==> config.mk <==
export PLATFORM = sky130hd
export DESIGN_NAME = async_fifo_drain
export DESIGN_NICKNAME = d
export VERILOG_FILES = /design/src/rtl/async_fifo_drain.sv
export SDC_FILE = /design/constraint.sdc
export NUM_CORES = 1
export LEC_CHECK = 0
export CORE_MARGIN = 2
export CORE_UTILIZATION = 45
export CTS_BUF_LIST = sky130_fd_sc_hd__clkbuf_8 sky130_fd_sc_hd__clkbuf_16
export DETAILED_ROUTE_END_ITERATION = 7
export PLACE_DENSITY_LB_ADDON = 0.1
export SLEW_MARGIN = 20
export SYNTH_ARGS = -nofsm -noshare
export SYNTH_HDL_FRONTEND = slang
export SYNTH_SLANG_ARGS = --single-unit
==> constraint.sdc <==
create_clock -name clk_read -period 3 [get_ports clk_read]
set_input_delay 0.45 -clock clk_read [delete_from_list [all_inputs] [get_ports clk_read]]
set_output_delay 0.45 -clock clk_read [all_outputs]
set_load 0.005 [all_outputs]
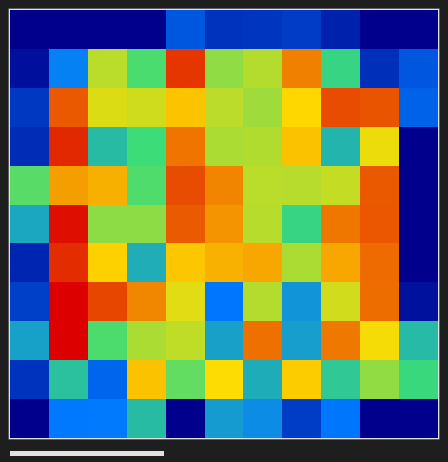
density.png
The bar under the picture is 20 um long. The die is cut into 11 by 11 equal tiles; dark blue is low, red is high, 0 to 100% covered.
- mean over tiles: 51%
- fullest tile: 100%
- tiles over 75% full: 30%
- densest ninth of the die: middle
Init Core Util: 48.20%
Final Core Density: 64.41%
CORE AREA: 0.002500 sq mm

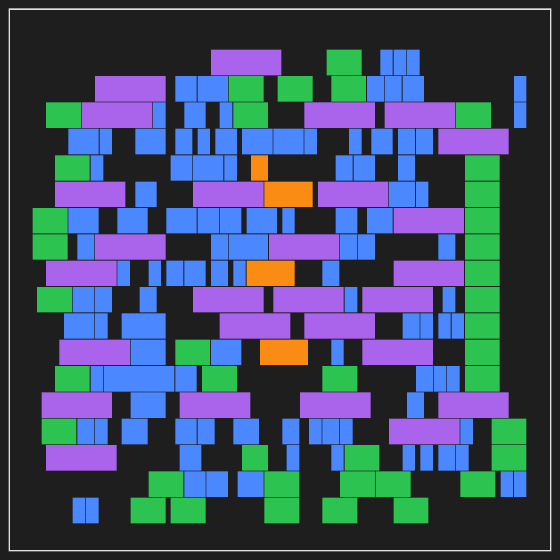
cell_classes.png
- all other logic: blue (cells 106)
- other buffers and delay cells: green (cells 39)
- flops: purple (cells 27)
- clock drivers and dummy loads: orange (cells 4)
fraction of area in registers: 33.57%
post-route cell area: 0.001610 sq mm
FP Rows: 18

==> results_dict.tcl <==
# flow metrics
set metrics [dict create \
    swShare_pct 21.10 \
    dp_hpwl_um 1784 \
    status "complete, no violations" \
    synth.most_common_cell "dfxtp_1" \
    ys_cells 141 \
    crit_cells 4 \
    netlist_instances 141 \
    chipHeight_um 55.75 \
    max_stage_delay_ps 560 \
    edf_count 0 \
    root_buffer "clkbuf_8" \
    cts.repair.resized 0 \
    whs_ps 462.2 \
    vias 1052 \
    grt_pass1_vias 957 \
    largest_register_ffs 16 \
    finClkSkew_ps 3.499 \
    top_area_share_pct 44.86 \
    leakagePower_nw 0.5824 \
    switchingPower_uw 129.8 \
    power.density_mw_per_mm2 382.2 \
    cts.sinks 27 \
    clock.fmax_mhz 424.9 \
    placed_area_sq_mm 0.001564 \
    crit_path_frequent_cell "clkdlybuf4s50_1" \
    ys_ff 27 \
    grt_antenna_before_repair 0 \
    crit_family "buffers and inverters" \
    synthTopCellsByCount "27 x dfxtp_1, 19 x nand2_1, 14 x a21oi_1, 12 x nor2_1, 9 x buf_4" \
    overflow 0 \
    cp.arrival_ps 1900 \
    worstRegToRegCells 4 \
    die_w_um 55.75 \
    fin_crit_sh_pct 78.45 \
    p_seq_share_pct 59.8 \
    power_uw 615.4 \
    wl_per_cell_um 11.53 \
    vias_per_cell 5.107 \
    warning_count 26 \
    worst-r2r-setup-slack_ps 1270 \
    num_io_pins 48 \
    comb_power_share_pct 8.0 \
    post_cts_buffers 0 \
    hold_viol_final 0 \
    cap_violations 0 \
    netlist_area_sq_mm 0.001205 \
    syn2layout_area_growth_pct 33.64 \
    fin_setup_tns_ps 0 \
    clock_latency_ps 260 \
    track_usage_pct 16.31 \
    holdPathStages 2 \
    cts_hold_buf 0 \
    cp_max_fo 4 \
    clockBufferDepth 2 \
    synth_seq_share_pct 44.86 \
    async_flop_share_pct 0 \
    drtIter0Drc 6 \
]
[layer usage]
layer / GRT usage, % / share of wire, % / vias to the layer above
li1: - / - / 536
met1: 20.06 / 45 / 485
met2: 28.40 / 49 / 29
met3: 3.256 / 5.1 / 2
met4: 5.226 / 0.42 / 0
met5: 0 / 0 / -
[layout by cell type, fill, tap and decap left out, types with 2 or more instances in the layout]
master           count
nor3_1               2
nor4_1               4
nand2_1             19
clkdlybuf4s50_1     38
nand3_1              5
or3_1                4
and4_1               2
a21oi_1             14
xor2_1               6
clkbuf_8             3
dfxtp_1             27
nor2_1              12
conb_1               9
o21ai_0              4
nand4_1              5
and3_1               2
xnor2_1              4
nand2b_1             2
[power by group through the flow]
stage	Combinational (mW)	Sequential (mW)	Clock (mW)
after CTS	0.0499	0.368	0.206
after global placement	0.0493	0.376	0
after global routing	0.0551	0.369	0.221
after detailed placement	0.0497	0.377	0
after floorplan	0.0280	0.377	0
final	0.0494	0.368	0.198
[worst reg2reg max path, stage by stage (launching register included)]
cell	delay (ps)
dfxtp_1	500
nand3_1	220
or3_4	400
or4_1	410
a21oi_1	150
[logic make-up (layout without fill, tap and decap cells)]
logic type | count (synthesis) | after routing | share of synthesized area (%)
AOI/OAI and AO/OA | 20 | 20 | 8.724
xor gates and xnor gates | 10 | 10 | 7.269
adders and majority gates | 1 | 1 | 1.038
buffers and inverters | 17 | 44 | 8.307
DFF | 27 | 27 | 44.86
muxes | 1 | 1 | 0.8308
other | 1 | 9 | 0.3112
and+or+nand+nor | 64 | 64 | 28.66
[layout make-up]
cell class / instances / area [sq um]
multi-input cells: 105 / 594.3
flip-flops and latches: 27 / 540.5
clock inverters: 1 / 5.005
well taps: 30 / 37.54
inverters: 1 / 3.754
repair buffers: 39 / 387.9
fillers: 226 / 889.6
clock buffers: 3 / 41.29
[through the flow]
stage	std cells	worst slack, ps
global route	206	548.5
CTS	206	627.9
global placement	202	679.1
floorplan	149	1416
finish	206	646.5
detailed placement	202	631.7
